### config.mk
export PLATFORM = sky130hd
export DESIGN_NAME = pri_dec_flat
export DESIGN_NICKNAME = d
export VERILOG_FILES = /design/src/rtl/pri_dec_pkg.sv /design/src/rtl/pri_dec_if.sv /design/src/rtl/pri_dec_bin2onehot.sv /design/src/rtl/pri_dec.sv /design/src/flat_wrapper.sv
export SDC_FILE = /design/constraint.sdc
export NUM_CORES = 1
export LEC_CHECK = 0
export ABC_AREA = 1
export CAP_MARGIN = 10
export CORE_UTILIZATION = 43
export CTS_BUF_LIST = sky130_fd_sc_hd__clkbuf_16
export CTS_CLUSTER_DIAMETER = 30
export DETAILED_ROUTE_END_ITERATION = 7
export PLACE_DENSITY_LB_ADDON = 0.3
export SLEW_MARGIN = 10
export SYNTH_ARGS = -nofsm -noshare
export SYNTH_HDL_FRONTEND = slang
export SYNTH_HIERARCHICAL = 1
export SYNTH_SLANG_ARGS = --single-unit
export TNS_END_PERCENT = 30
### constraint.sdc
create_clock -name clk -period 1.3 [get_ports clk]
set_input_delay 0.325 -clock clk [delete_from_list [all_inputs] [get_ports clk]]
set_output_delay 0.325 -clock clk [all_outputs]
set_load 0.005 [all_outputs]
### src/rtl/pri_dec_pkg.sv
// pri_pkg: types and constants shared by the priority encoder/decoder pair.
package pri_pkg;
  localparam int PRI_W = 3;
  localparam int PRI_N = 8;
  typedef enum logic {IDLE, DRIVE} pri_dec_state_t;
  typedef logic [PRI_W-1:0] pri_code_t;
  typedef logic [PRI_N-1:0] pri_onehot_t;
endpackage

### src/rtl/pri_dec_if.sv
// pri_dec_if: code handshake plus decoded strobe between encoder side and decoder.
interface pri_dec_if #(parameter int W = pri_pkg::PRI_W);
  logic           in_valid;
  logic [W-1:0]   in_code;
  logic           in_ready;
  logic           flush;
  logic [2**W-1:0] out;
  logic           out_valid;
  modport master(output in_valid, in_code, flush, input in_ready, out, out_valid);
  modport slave(input in_valid, in_code, flush, output in_ready, out, out_valid);
endinterface

### src/rtl/pri_dec_bin2onehot.sv
// bin2onehot: combinational W-to-2**W binary to one-hot decoder.
module bin2onehot
  import pri_pkg::*;
#(
  parameter int W = PRI_W
) (
  input  logic [W-1:0]    i_code,
  output logic [2**W-1:0] o_onehot
);
  localparam int N = 2**W;
  assign o_onehot = N'(1) << i_code;
endmodule

### src/rtl/pri_dec.sv
// pri_dec: registered 3-to-8 priority-code decoder driving each accepted line for HOLD cycles.
module pri_dec
  import pri_pkg::*;
#(
  parameter int W    = PRI_W,
  parameter int HOLD = 4
) (
  input logic      clk,
  input logic      rst_n,
  pri_dec_if.slave bus
);
  localparam int CW = $clog2(HOLD + 1);
  if (HOLD < 1 || HOLD > 255) begin : g_bad_hold
    $error("pri_dec: HOLD must be in 1..255");
  end
  pri_dec_state_t  r_state, w_state_nx;
  logic [CW-1:0]   r_cnt, w_cnt_nx;
  logic [2**W-1:0] r_out, w_out_nx, w_onehot;
  logic            w_ready, w_acc, w_idle_nx;
  bin2onehot #(.W(W)) u_dec (.i_code(bus.in_code), .o_onehot(w_onehot));
  assign w_ready   = (r_state == IDLE || r_cnt == CW'(1)) && !bus.flush;
  assign w_acc     = bus.in_valid && w_ready;
  // flush wins; otherwise drop to idle only when nothing new arrives as the hold runs out
  assign w_idle_nx = bus.flush || (!w_acc && (r_state == IDLE || r_cnt == CW'(1)));
  always_comb begin
    w_state_nx = w_idle_nx ? IDLE : DRIVE;
    w_cnt_nx   = w_idle_nx ? '0 : w_acc ? CW'(HOLD) : r_cnt - 1'b1;
    w_out_nx   = w_idle_nx ? '0 : w_acc ? w_onehot : r_out;
  end
  always_ff @(posedge clk) begin
    if (!rst_n) begin
      r_state <= IDLE;
      r_cnt   <= '0;
      r_out   <= '0;
    end else begin
      r_state <= w_state_nx;
      r_cnt   <= w_cnt_nx;
      r_out   <= w_out_nx;
    end
  end
  assign bus.in_ready  = w_ready;
  assign bus.out       = r_out;
  assign bus.out_valid = (r_state == DRIVE);
endmodule
### src/flat_wrapper.sv
// flat-port wrapper written by rule: the top's interface ports become plain ports
module pri_dec_flat import pri_pkg::*;
#(
  parameter int W    = PRI_W,
  parameter int HOLD = 4
)
  (clk, rst_n, bus_in_valid, bus_in_code, bus_flush, bus_in_ready, bus_out, bus_out_valid);
  pri_dec_if #(.W(W)) bus_i ();
  input logic clk;
  input logic rst_n;
  input wire logic [$bits(bus_i.in_valid)-1:0] bus_in_valid;
  input wire logic [$bits(bus_i.in_code)-1:0] bus_in_code;
  input wire logic [$bits(bus_i.flush)-1:0] bus_flush;
  output wire logic [$bits(bus_i.in_ready)-1:0] bus_in_ready;
  output wire logic [$bits(bus_i.out)-1:0] bus_out;
  output wire logic [$bits(bus_i.out_valid)-1:0] bus_out_valid;
  assign bus_i.in_valid = bus_in_valid;
  assign bus_i.in_code = bus_in_code;
  assign bus_i.flush = bus_flush;
  assign bus_in_ready = bus_i.in_ready;
  assign bus_out = bus_i.out;
  assign bus_out_valid = bus_i.out_valid;
  pri_dec #(.W(W), .HOLD(HOLD)) u_core (.clk(clk), .rst_n(rst_n), .bus(bus_i));
endmodule
Fig. 1: run 1, routed metal, one color a layer
The bar under the picture is 10 um long. Two of the layers only.
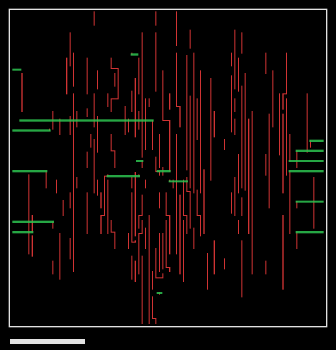
metal 3 -> green  # wire length 66.0 um
metal 2 -> red  # wire length 764 um

Fig. 2: run 1, cell area per tile
The die is cut into 8 by 8 equal tiles; black is low, pale yellow is high, 0 to 100% covered.
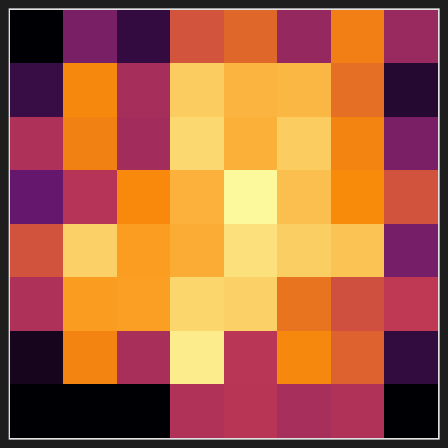
densest ninth of the die = center
tiles over 75% full = 31%
nearly empty tiles = 7.8%

==> results.yml, run 1 <==
# generated from flow reports
floorplan:
  initial_core_util: 0.464
  ioPinCount: 17
  rows: 14
  die_area_um2: 1790
detailed_routing:
  via_per_instance_ratio: 4.59
  first_pass_iters: 4
  drt_iter0_markers: 3
  ant_nets: 0
  via_count: 679
synthesis:
  synthesis.nets: 113
  count_of_library_flops_with_an_enable_pin: 0
  post-synth-top-area-fraction: 0.343
  synth_cell_types: 17
  synth_async_sr_flop_share: 0
  synth_top_cell_by_count: "sky130_fd_sc_hd__inv_1"
  yosys_most_used_dff: "sky130_fd_sc_hd__dfxtp_1"
cts:
  post-cts-setup-buffers: 1
  worst_skew_pair.late_latency_ns: 0.24
  clk_pin_slew_worst_paths_ns: 0.04
finish:
  layout-area-overhead-vs-synth_pct: 48.7
  final-instance-count-excl-fill: 148
  final.signal_inverter_count: 32
  finalInstanceArea_um2: 1040
  layout_top_cells: "28 x sky130_fd_sc_hd__inv_1, 22 x sky130_fd_sc_hd__nand2_1, 10 x sky130_fd_sc_hd__dlygate4sd2_1, 10 x sky130_fd_sc_hd__nor2_1, 10 x sky130_fd_sc_hd__dfxtp_1"
  finish.utilization: 0.690
hold_path:
  hp-start: "u_core/bus.out[1]"
  timing.hold.worst_path_depth: 4
  worstHoldEndpoint: "u_core/bus.out[1]"
critical_path:
  crit_path_max_incr_delay_ns: 0.30
  crit_path_max_fanout: 2
  crit_chain: "inv_2 > ha_4 > nand2_4 > a21oi_2 > buf_2"
  regToRegSetupSlack_ns: 0.05
  worst-path-buf-inv: 2
  worstSetupStartpointType: "register"
  rr_startpoint: "u_core/r_cnt[1]"
final_timing:
  postLayoutSetupSlackWorst_ns: -0.0374
  finalSetupViolCount: 1
  relative_slew_slack: 0.849
  fraction_of_the_cycle_the_final_worst_path_needs: 1.03
status:
  outcome: "finished, violations left"
  failed_checks: "negative setup slack"
global_route:
  first_global_vias: 622
  grt_first_pass_wirelength_um: 2470
  antenna_violations_before_repair: 0
power_and_ir_drop:
  pwr.group.sequential_uw: 388
  switching_power_of_the_nets_uw: 267
placed_design:
  pre_cts_slack_ns: -0.429
Fig. 3: run 1, sequential cells grouped by signal name
The bar under the picture is 10 um long. Other sequential cells in the stronger gray, the rest of the logic in the fainter gray.
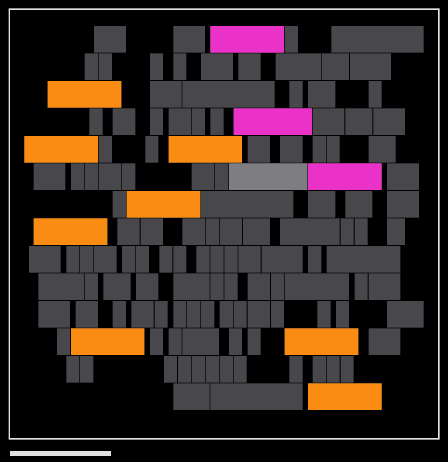
`u_core/r_cnt` -> magenta  # sequential cells 3
`u_core/bus.out` -> orange  # sequential cells 8
not colored = 1

Fig. 4: run 1, routing congestion
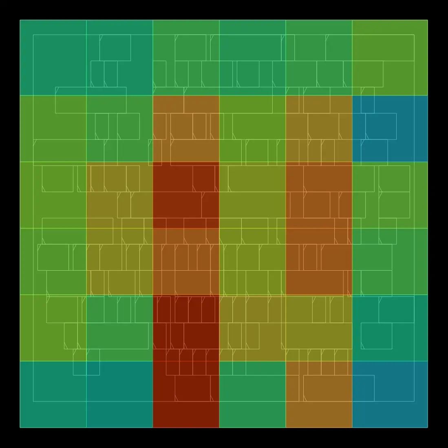

## Run 2: what changed since run 1
Settings changed: REMOVE_ABC_BUFFERS set to 1.
Fig. 5: run 2, routing congestion
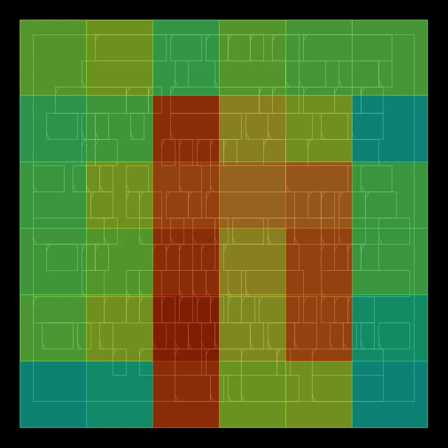
per-cell routed wire length: 11.4 um
most utilized layer in the global route result: met2
total global routing track utilization: 0.208
met1 track demand over resource: 0.214
met2 Use GR: 0.394

Fig. 6: run 2, sequential cells grouped by signal name
The bar under the picture is 10 um long. Other sequential cells in the stronger gray, the rest of the logic in the fainter gray.
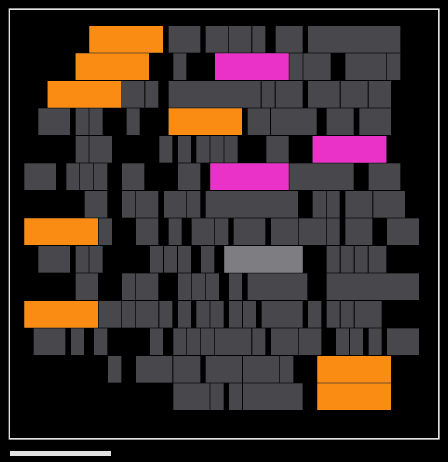
`u_core/r_cnt` -> magenta  # sequential cells 3
`u_core/bus.out` -> orange  # sequential cells 8, where all over the die
not colored = 1

Fig. 7: run 2, placement by cell class
The bar under the picture is 10 um long. Fill, decap, tap and diode cells in gray.
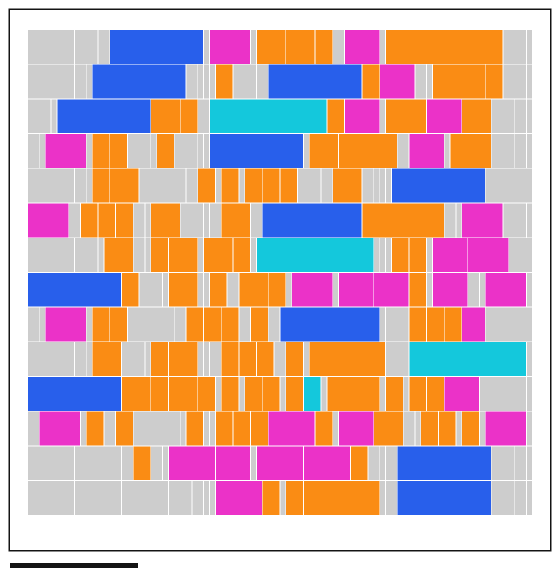
clock drivers and dummy loads -> cyan  # cells 4, share of their area 7.6%
sequential cells -> blue  # cells 12, share of their area 23%
combinational and other logic -> orange  # cells 91, share of their area 47%
remaining buffers and delay cells -> magenta  # cells 28, share of their area 22%
fraction of standard cell area that is sequential: 0.230
fraction of the core area covered by cells at the end of the flow: 0.702
Site Rows: 14
final non-filler cell area: 1060 um^2
area of the placeable core: 1510 um^2

==> run 2 against run 1 <==
- the run still ends with negative setup slack left
- flip-flop count did not move
- largest cell class unchanged
- die size unchanged
- via count increased by 4.6%
- critical path depth decreased by 1
- first-iteration DRC count increased by 130%
- register-to-register slack worse by 0.05 ns
- setup slack worse by 0.0089 ns
- critical path type unchanged
==> results.yml, run 2 <==
# generated from flow reports
status:
  outcome: "finished, violations left"
  failed_checks: "negative setup slack"
detailed_routing:
  ant_nets: 0
  first_pass_iters: 4
hold_path:
  worstHoldEndpoint: "u_core/bus.out[0]"
power_and_ir_drop:
  switching_power_of_the_nets_uw: 272
  pwr.group.sequential_uw: 388
critical_path:
  crit_path_max_fanout: 2
  worstSetupStartpointType: "register"
  crit_path_max_incr_delay_ns: 0.36
  worst-path-buf-inv: 1
  rr_startpoint: "u_core/r_cnt[1]"
  regToRegSetupSlack_ns: 0
synthesis:
  synth_async_sr_flop_share: 0
  synth_top_cell_by_count: "sky130_fd_sc_hd__inv_1"
floorplan:
  initial_core_util: 0.464
global_route:
  first_global_vias: 667
finish:
  layout-area-overhead-vs-synth_pct: 51.2
  layout_top_cells: "28 x sky130_fd_sc_hd__inv_1, 21 x sky130_fd_sc_hd__nand2_1, 12 x sky130_fd_sc_hd__buf_4"
final_timing:
  finalSetupViolCount: 1
  postLayoutSetupSlackWorst_ns: -0.0463
cts:
  post-cts-setup-buffers: 0
